<file path="config.mk">
export PLATFORM = sky130hd
export DESIGN_NAME = pipe_ctrl
export DESIGN_NICKNAME = d
export VERILOG_FILES = /design/src/rtl/pipe_ctrl_pkg.sv /design/src/rtl/pipe_ctrl_hazard_cmp.sv /design/src/rtl/pipe_ctrl.sv
export SDC_FILE = /design/constraint.sdc
export NUM_CORES = 1
export LEC_CHECK = 0
export CAP_MARGIN = 20
export CORE_MARGIN = 4
export CORE_UTILIZATION = 45
export CTS_CLUSTER_DIAMETER = 60
export DETAILED_ROUTE_END_ITERATION = 7
export PLACE_DENSITY = 0.85
export SYNTH_ARGS = -nofsm -noshare
export SYNTH_HDL_FRONTEND = slang
export SYNTH_SLANG_ARGS = --single-unit
export TNS_END_PERCENT = 20
</file>
<file path="constraint.sdc">
create_clock -name clk -period 1.9 [get_ports clk]
set_clock_uncertainty 0.15 [all_clocks]
set_input_delay 0.19 -clock clk [delete_from_list [all_inputs] [get_ports clk]]
set_output_delay 0.19 -clock clk [all_outputs]
set_load 0.01 [all_outputs]
</file>
<file path="src/rtl/pipe_ctrl_pkg.sv">
// Shared stage indices and FSM encoding for the pipeline controller.
package pipe_ctrl_pkg;

  localparam int IF_S = 0;
  localparam int ID_S = 1;
  localparam int EX_S = 2;

  typedef enum logic [1:0] {
    StRun    = 2'd0,
    StDrain  = 2'd1,
    StHalted = 2'd2
  } state_e;

endpackage

</file>
<file path="src/rtl/pipe_ctrl_hazard_cmp.sv">
// Compares one ID source register against the shadow destinations of in-flight writers.
module pipe_ctrl_hazard_cmp
  import pipe_ctrl_pkg::*;
#(
  parameter int unsigned NUM_STAGES = 5,
  parameter int unsigned REG_AW     = 3,
  parameter int unsigned FORWARD    = 1
) (
  input  logic [REG_AW-1:0]                  src_addr,
  input  logic                               src_used,
  input  logic [NUM_STAGES-1:0][REG_AW-1:0]  rd_vec,
  input  logic [NUM_STAGES-1:0]              wr_vec,
  input  logic [NUM_STAGES-1:0]              load_vec,
  input  logic [NUM_STAGES-1:0]              valid_vec,
  output logic                               hit
);

  // WB writes and is bypassed in the register file, so the window stops at N-2.
  localparam int LastChk = int'(NUM_STAGES) - 2;

  always_comb begin
    hit = 1'b0;
    if (src_used) begin
      for (int s = EX_S; s <= LastChk; s++) begin
        if (valid_vec[s] && wr_vec[s] && (rd_vec[s] == src_addr)) begin
          if ((FORWARD == 0) || ((s == EX_S) && load_vec[s])) begin
            hit = 1'b1;
          end
        end
      end
    end
  end

  // Front-stage and WB shadow bits never take part in a compare.
  logic unused_bits;
  assign unused_bits = ^{rd_vec, wr_vec, load_vec, valid_vec};

endmodule

</file>
<file path="src/rtl/pipe_ctrl.sv">
// Pipeline controller: stage valid tracking, RAW hazard stalls, redirect flush, halt drain.
module pipe_ctrl
  import pipe_ctrl_pkg::*;
#(
  parameter int unsigned NUM_STAGES = 5,
  parameter int unsigned REG_AW     = 3,
  parameter int unsigned FORWARD    = 1,
  parameter int unsigned STALL_MAX  = 16
) (
  input  logic                  clk,
  input  logic                  rst,
  input  logic                  if_valid,
  input  logic [REG_AW-1:0]     id_rs_addr,
  input  logic                  id_rs_used,
  input  logic [REG_AW-1:0]     id_rt_addr,
  input  logic                  id_rt_used,
  input  logic [REG_AW-1:0]     id_rd_addr,
  input  logic                  id_reg_write,
  input  logic                  id_is_load,
  input  logic                  id_halt,
  input  logic                  ex_redirect,
  input  logic                  mem_stall,
  output logic [NUM_STAGES-1:0] stage_en,
  output logic [NUM_STAGES-1:0] stage_valid,
  output logic                  pc_en,
  output logic                  bubble_ex,
  output logic                  flush_front,
  output logic                  halted,
  output logic                  err
);

  localparam int N = int'(NUM_STAGES);
  localparam int unsigned WdogW = $clog2(STALL_MAX + 1);
  localparam logic [WdogW-1:0] WdogMax = WdogW'(STALL_MAX);

  state_e                       state_q, state_d;
  logic [N-1:0]                 valid_q, valid_d;
  logic [N-1:0][REG_AW-1:0]     rd_q, rd_d;
  logic [N-1:0]                 wr_q, wr_d;
  logic [N-1:0]                 load_q, load_d;
  logic [WdogW-1:0]             wdog_q, wdog_d;
  logic                         err_q, err_d;

  logic haz_rs, haz_rt, hazard;
  logic redirect, redirect_bad;

  pipe_ctrl_hazard_cmp #(
    .NUM_STAGES(NUM_STAGES),
    .REG_AW    (REG_AW),
    .FORWARD   (FORWARD)
  ) u_haz_rs (
    .src_addr (id_rs_addr),
    .src_used (id_rs_used & valid_q[ID_S]),
    .rd_vec   (rd_q),
    .wr_vec   (wr_q),
    .load_vec (load_q),
    .valid_vec(valid_q),
    .hit      (haz_rs)
  );

  pipe_ctrl_hazard_cmp #(
    .NUM_STAGES(NUM_STAGES),
    .REG_AW    (REG_AW),
    .FORWARD   (FORWARD)
  ) u_haz_rt (
    .src_addr (id_rt_addr),
    .src_used (id_rt_used & valid_q[ID_S]),
    .rd_vec   (rd_q),
    .wr_vec   (wr_q),
    .load_vec (load_q),
    .valid_vec(valid_q),
    .hit      (haz_rt)
  );

  // Hazards only matter while the front end is still issuing.
  assign hazard       = (haz_rs | haz_rt) & (state_q == StRun);
  assign redirect     = ex_redirect & valid_q[EX_S] & (state_q != StHalted);
  assign redirect_bad = ex_redirect & (~valid_q[EX_S] | (state_q == StHalted));

  always_comb begin
    state_d     = state_q;
    valid_d     = valid_q;
    rd_d        = rd_q;
    wr_d        = wr_q;
    load_d      = load_q;
    wdog_d      = '0;
    err_d       = err_q;
    stage_en    = '0;
    pc_en       = 1'b0;
    bubble_ex   = 1'b0;
    flush_front = 1'b0;

    if (mem_stall) begin
      wdog_d = (wdog_q == WdogMax) ? wdog_q : wdog_q + 1'b1;
      if (wdog_d == WdogMax) begin
        err_d = 1'b1;
      end
    end else begin
      if (redirect_bad) begin
        err_d = 1'b1;
      end
      if (state_q != StHalted) begin
        // Back end always advances; front-end handling differs per case below.
        stage_en = '1;
        for (int s = EX_S + 1; s < N; s++) begin
          valid_d[s] = valid_q[s-1];
          rd_d[s]    = rd_q[s-1];
          wr_d[s]    = wr_q[s-1];
          load_d[s]  = load_q[s-1];
        end
        valid_d[EX_S] = valid_q[ID_S];
        rd_d[EX_S]    = id_rd_addr;
        wr_d[EX_S]    = id_reg_write;
        load_d[EX_S]  = id_is_load;

        if (redirect) begin
          valid_d[EX_S:IF_S] = '0;
          flush_front        = 1'b1;
          pc_en              = 1'b1;
          state_d            = StRun;
        end else if (hazard) begin
          valid_d[EX_S]      = 1'b0;
          stage_en[ID_S:IF_S] = '0;
          bubble_ex          = 1'b1;
        end else if (state_q == StDrain) begin
          valid_d[EX_S:IF_S]  = '0;
          stage_en[ID_S:IF_S] = '0;
          if (valid_d[N-1:EX_S] == '0) begin
            state_d = StHalted;
          end
        end else begin
          valid_d[ID_S] = valid_q[IF_S];
          valid_d[IF_S] = if_valid;
          pc_en         = 1'b1;
          if (id_halt && valid_q[ID_S]) begin
            state_d = StDrain;
          end
        end
      end
    end

    // Keep enables quiet while reset is held, independent of input activity.
    if (rst) begin
      stage_en = '0;
      pc_en    = 1'b0;
    end
  end

  always_ff @(posedge clk or posedge rst) begin
    if (rst) begin
      state_q <= StRun;
      valid_q <= '0;
      rd_q    <= '0;
      wr_q    <= '0;
      load_q  <= '0;
      wdog_q  <= '0;
      err_q   <= 1'b0;
    end else begin
      state_q <= state_d;
      valid_q <= valid_d;
      rd_q    <= rd_d;
      wr_q    <= wr_d;
      load_q  <= load_d;
      wdog_q  <= wdog_d;
      err_q   <= err_d;
    end
  end

  assign stage_valid = valid_q;
  assign halted      = (state_q == StHalted);
  assign err         = err_q;

endmodule

</file>
==> results.cfg, run 1 <==
; synthesis and place-and-route metrics
[pwr]
power_frac_comb_pct = 54.9
power.group.top = combinational cells
p_sw_share_pct = 38.3
comb-power_uw = 935
ir_drop_uv = 981
power_density_nw_per_um2 = 1070
seq-power_uw = 576
p_sw_uw = 653
p_clk_share_pct = 11.4
p_int_uw = 1050
p_seq_share_pct = 33.8
power.total_uw = 1700
power_leakage_uw = 0.000721

[floorplan]
dieHeight_um = 55.9
taps = 28
core_um2 = 2190
io_pins = 34
die_width_um = 55.9
dieArea_um2 = 3130
rows = 17
fp_util_pct = 47.2

[status]
run_status = complete, but fails checks
violations = setup timing

[final_timing]
hold_viol = 0
worst_pin_slew_ns = 0.271
min_period_over_period_pct = 109
slew_headroom_pct = 81.9
fin_crit_ns = 2.06
tns_ns = -0.567
slew_viol_final = 0
setup_viol = 4
timing.final.ws_setup_ns = -0.162
rsz0062_at_grt = yes

[finish]
fin_util_pct = 73.0
area_delta_synth_final_pct = 54.7
inverters = 5
logic_gate_count = 85
nNonClkBuffers = 53
fillers = 157
sh_seq_area_pct = 28.2
instances_no_fill = 192
n_antenna_cell = 0
drive_above_1_share_pct = 29.3
comb_area_um2 = 602
final_area_um2 = 1600
comb_area_share_pct = 37.6
final_cell_mix = nand2_1 (25), clkdlybuf4s50_1 (24), buf_4 (18)
buf_share_pct = 29.3
area_dominant_class = logic gates
seq_area_um2 = 452
layout.cells.most_common = nand2_1

[cts]
cts_buffer_depth = 2
cts_tree = yes
clk_pin_slew_ns = 0.10
cts_resized = 33
htreeDepth = 1
cts_hold_buf = 0
worstSkewPairLatency_ns = 0.30
postCtsSetupBuffers = 0
cts_root_buf = clkbuf_4

[synthesis]
mux_share_pct = 2.42
synth_top_cell_by_count = nand2_1
edf_count = 0
ys_sh_simple_pct = 25.3
topCombFamilyByArea = simple AND/OR/NAND/NOR gates
synth_top_flop_cell = dfrtp_1
synth.area.top_cells = dfrtp_1 (44%), nand2_1 (9.1%), xor2_1 (4.2%)
ys_types = 34
syn_avg_cell_area_um2 = 8.99
seq_area_frac_synth_pct = 43.6
yosys.area_share.aoi_pct = 12.6
ys_top_cells_by_count = nand2_1 (25), dfrtp_1 (18), nor2_1 (8)
top_cell_area_share_pct = 43.6
synth_flop_count = 18
yosys_warnings = 0
ys_sh_xor_pct = 7.63
syn_area_um2 = 1030
synthCells = 115
ys_area_um2 = 1030
fp_nets = 136

[routing]
ant_nets = 0
wl_um = 3020
drt_iter0_markers = 32
drt-met1-wl_um = 1150
wl_met2_um = 1670
wire_per_inst_um = 15.7
num_vias = 1045
via_per_inst = 5.44
drc = 0
route.met3.wl_um = 162
first_pass_iters = 4
maxUsedRoutingLayer = met4

[grt]
grt_max_degree = 19
busiest_layer = met2
grtUsageMet1_pct = 20.1
grt_pass1_vias = 1083
grt_overflow = 0
use_met3_pct = 4.64

[placement]
dp_slack_ns = -0.601
dp_cells = 188
placed_area_um2 = 1500

[flow_run]
tool_warnings = 29
max_cap_viol_count = 0

[critical_path]
crit_path_end = pc_en
reg2reg_setup_slack_ns = 0.02
cp_num_buf_inv = 1
critPathSlowestCell = or4_1
critPathLaunch = state_q[1]
reg2reg_from = state_q[0]
cp-start-kind = flop
path_cells = or4_1, nor2_2, nor4_4, buf_2
r2r-end = state_q[1]
reg2regPathDepth = 6
endpoint_kind = primary output
slowest_delay_ns = 0.62
worstPathArrival_ns = 1.72
critPathKind = flop to primary output
cp.required_ns = 1.56
path_depth = 4
path_delay_family = simple AND/OR/NAND/NOR gates

[worst_hold_path]
holdCritStartpoint = id_rd_addr[2]
min-delay-path-class = input pin to flop
hold_depth = 3
Figure 1. The metal 1 layer (run 1).
Drawn at 4 px/um. Supply wires on this layer in gray.
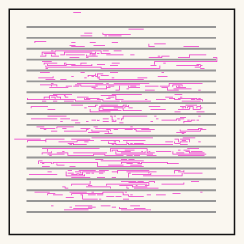
- longest straight run: 15.6 um
- wire length on this layer: 1,150 um
- nets with wire on the layer: 168

Figure 2. Clock nets (run 1).
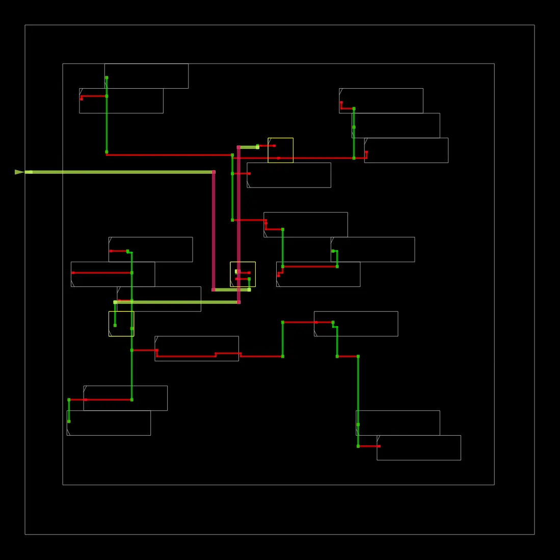
Clk power: 194 uW
clk_buf instances: 3
FF+latch count: 18
TritonCTS Buffers: 3
Sink Count: 18

Figure 3. Signal wires on met3 (run 1).
Drawn at 8 px/um.
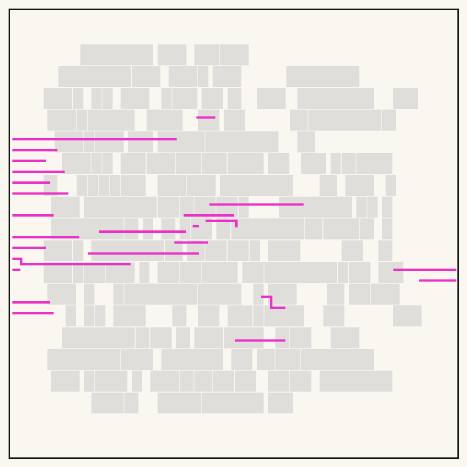
- main direction: horizontal
- longest straight run: 20.2 um
- share of all routed wire: 5.4%

Figure 4. Cell area per tile (run 1).
Drawn at 6 px/um. 11 x 11 tiles, from white (low) to dark blue (high), 0 to 100% covered.
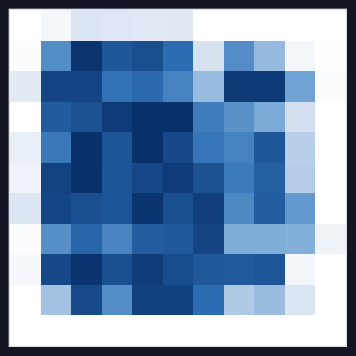

--- run 2 (diff from run 1) ---
--- a/config.mk
+++ b/config.mk
@@ -10,7 +10,9 @@
 export CORE_UTILIZATION = 45
 export CTS_CLUSTER_DIAMETER = 60
 export DETAILED_ROUTE_END_ITERATION = 7
+export GPL_TIMING_DRIVEN = 0
 export PLACE_DENSITY = 0.85
+export SLEW_MARGIN = 10
 export SYNTH_ARGS = -nofsm -noshare
 export SYNTH_HDL_FRONTEND = slang
 export SYNTH_SLANG_ARGS = --single-unit
Figure 5. Cell area per tile (run 2).
Drawn at 6 px/um. 11 x 11 tiles, from white (low) to dark blue (high), 0 to 100% covered.
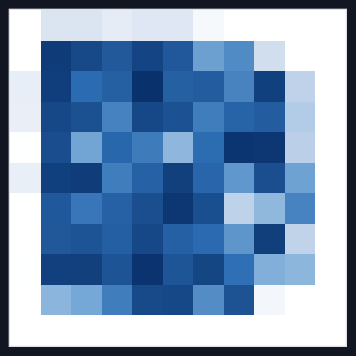
- fullest tile: 100%
- nearly empty tiles: 27%
- tiles over 75% full: 41%
- mean over tiles: 49%

Figure 6. Routed clock nets over the placement (run 2).
Drawn at 6 px/um.
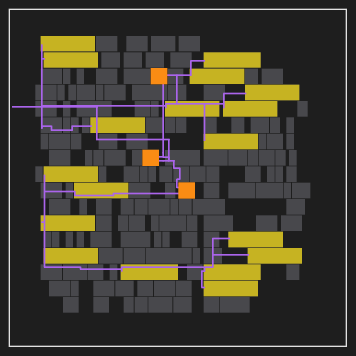
- yellow: flip-flops (count 18)
- orange: clock-net drivers (count 3)
- purple: clock wires (length 233 um)
- routed clock nets: 4
worst skew pair latency: 0.29 ns
Clk power: 189 uW
power share of the clock group: 11.7%

==> results.cfg, run 2 <==
; synthesis and place-and-route metrics
[status]
run_status = complete, but fails checks
violations = setup timing

[finish]
layout.cells.most_common = nand2_1
fillers = 167
flops = 18
n_antenna_cell = 0
comb_area_um2 = 599
n_clock_buffer = 3
fin_util_pct = 71.8
seq_area_um2 = 454
comb_area_share_pct = 38.1
logic_gate_count = 85

[placement]
dp_cells = 176
placed_area_um2 = 1410

[worst_hold_path]
holdCritStartpoint = id_is_load
hold_depth = 3

[synthesis]
ys_area_um2 = 1030
synth.area.top_cells = dfrtp_1 (44%), nand2_1 (9.1%), xor2_1 (4.2%)
mux_share_pct = 2.42
ys_types = 34
syn_area_um2 = 1030
yosys.area_share.aoi_pct = 12.6
synthCells = 115
top_cell_area_share_pct = 43.6
topCombFamilyByArea = simple AND/OR/NAND/NOR gates
fp_nets = 136

[pwr]
p_seq_share_pct = 37.5
power.total_uw = 1610
power.group.top = combinational cells
p_int_uw = 992
comb-power_uw = 820

[cts]
cts.sinks = 18
cts_hold_buf = 0
postCtsSetupBuffers = 10
cts_buffer_depth = 2

[final_timing]
min_period_over_period_pct = 115
setup_viol = 5
timing.final.ws_setup_ns = -0.291
fin_crit_ns = 2.19
rsz0062_at_grt = yes
hold_viol = 0

[grt]
grtUsageMet1_pct = 24.3
grt_pass1_vias = 1090
grt_max_degree = 19
use_met3_pct = 5.34

[routing]
drt-met1-wl_um = 1210
ant_nets = 0
maxUsedRoutingLayer = met4

[floorplan]
rows = 17
fp_util_pct = 47.2
die_width_um = 55.9
taps = 28
dieArea_um2 = 3130
dieHeight_um = 55.9

[critical_path]
cp.required_ns = 1.56
cp_num_buf_inv = 2
worstPathArrival_ns = 1.85
r2r-end = state_q[1]
path_depth = 5
reg2reg_setup_slack_ns = -0.08

[flow_run]
max_cap_viol_count = 0
--- run 3 (diff from run 2) ---
--- a/config.mk
+++ b/config.mk
@@ -9,6 +9,7 @@
 export CORE_MARGIN = 4
 export CORE_UTILIZATION = 45
 export CTS_CLUSTER_DIAMETER = 60
+export CTS_CLUSTER_SIZE = 20
 export DETAILED_ROUTE_END_ITERATION = 7
 export GPL_TIMING_DRIVEN = 0
 export PLACE_DENSITY = 0.85
Figure 7. Clock nets (run 3).
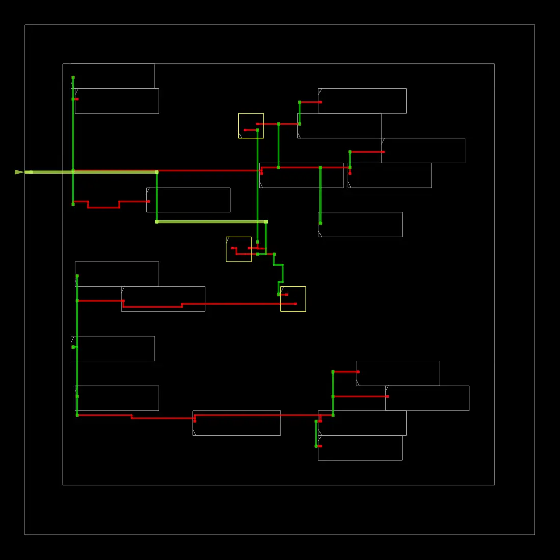

Figure 8. The metal 1 layer (run 3).
Drawn at 4 px/um. Supply wires on this layer in gray.
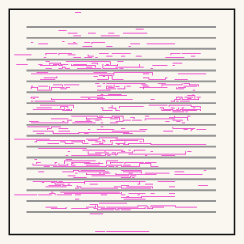
- wire length on this layer: 1,210 um
- main direction: horizontal
- share of all routed wire: 40%
- nets with wire on the layer: 164
- longest straight run: 20.7 um

==> results.cfg, run 3 <==
; synthesis and place-and-route metrics
[routing]
via_per_inst = 5.56
wl_um = 3040
drc = 0
wire_per_inst_um = 16.1
route.met3.wl_um = 184
drt_iter0_markers = 21
wl_met2_um = 1540

[critical_path]
path_depth = 5
reg2reg_setup_slack_ns = -0.08
worstPathArrival_ns = 1.85
critPathSlowestCell = or4_4
crit_path_end = stage_en[0]
path_cells = or4_4, nor2_4, nor4_4, buf_4, buf_6
cp-start-kind = flop
r2r-end = state_q[1]
reg2reg_from = state_q[1]
cp_num_buf_inv = 2
critPathLaunch = state_q[1]
cp.required_ns = 1.56
critPathKind = flop to primary output

[synthesis]
yosys.area_share.aoi_pct = 12.6
syn_avg_cell_area_um2 = 8.99
ys_sh_xor_pct = 7.63
ys_area_um2 = 1030
synthCells = 115
yosys_warnings = 0
ys_top_cells_by_count = nand2_1 (25), dfrtp_1 (18), nor2_1 (8)
syn_area_um2 = 1030
ys_types = 34
fp_nets = 136
synth.area.top_cells = dfrtp_1 (44%), nand2_1 (9.1%), xor2_1 (4.2%)
seq_area_frac_synth_pct = 43.6
top_cell_area_share_pct = 43.6
synth_top_cell_by_count = nand2_1

[pwr]
p_clk_share_pct = 11.7
power_density_nw_per_um2 = 1030
power.group.top = combinational cells
ir_drop_uv = 804
power_frac_comb_pct = 50.8
clock_power_uw = 189
power.total_uw = 1610
power_leakage_uw = 0.000717
seq-power_uw = 605
p_sw_share_pct = 38.5
comb-power_uw = 820

[final_timing]
fin_crit_ns = 2.19
min_period_over_period_pct = 115
worst_pin_slew_ns = 0.690
slew_headroom_pct = 53.9
setup_viol = 5
timing.final.ws_setup_ns = -0.291
hold_viol = 0
tns_ns = -1.05
slew_viol_final = 0

[finish]
area_dominant_class = logic gates
logic_gate_count = 85
layout.cells.most_common = nand2_1
seq_area_um2 = 454
n_clock_buffer = 3
final_cell_mix = nand2_1 (25), clkdlybuf4s50_1 (23), buf_4 (16)
inverters = 5
flops = 18
drive_above_1_share_pct = 27.3
area_delta_synth_final_pct = 52.2
sh_seq_area_pct = 28.9
final_area_um2 = 1570
instances_no_fill = 189
n_antenna_cell = 0

[cts]
cts_tree = yes
worstSkewPairLatency_ns = 0.29
cts.sinks = 18
cts_buffers = 3
cts_resized = 42
htreeDepth = 1
clk_pin_slew_ns = 0.10

[status]
run_status = complete, but fails checks
violations = setup timing

[floorplan]
taps = 28
dieArea_um2 = 3130
fp_util_pct = 47.2
io_pins = 34
core_um2 = 2190
die_width_um = 55.9
dieHeight_um = 55.9

[worst_hold_path]
hold_depth = 3
holdCritStartpoint = id_is_load
min-delay-path-class = input pin to flop

[flow_run]
max_cap_viol_count = 0

[grt]
grtUsageMet1_pct = 24.3
busiest_layer = met2
use_met3_pct = 5.34
No activity file was given, so power comes from the tool's default toggle rates.
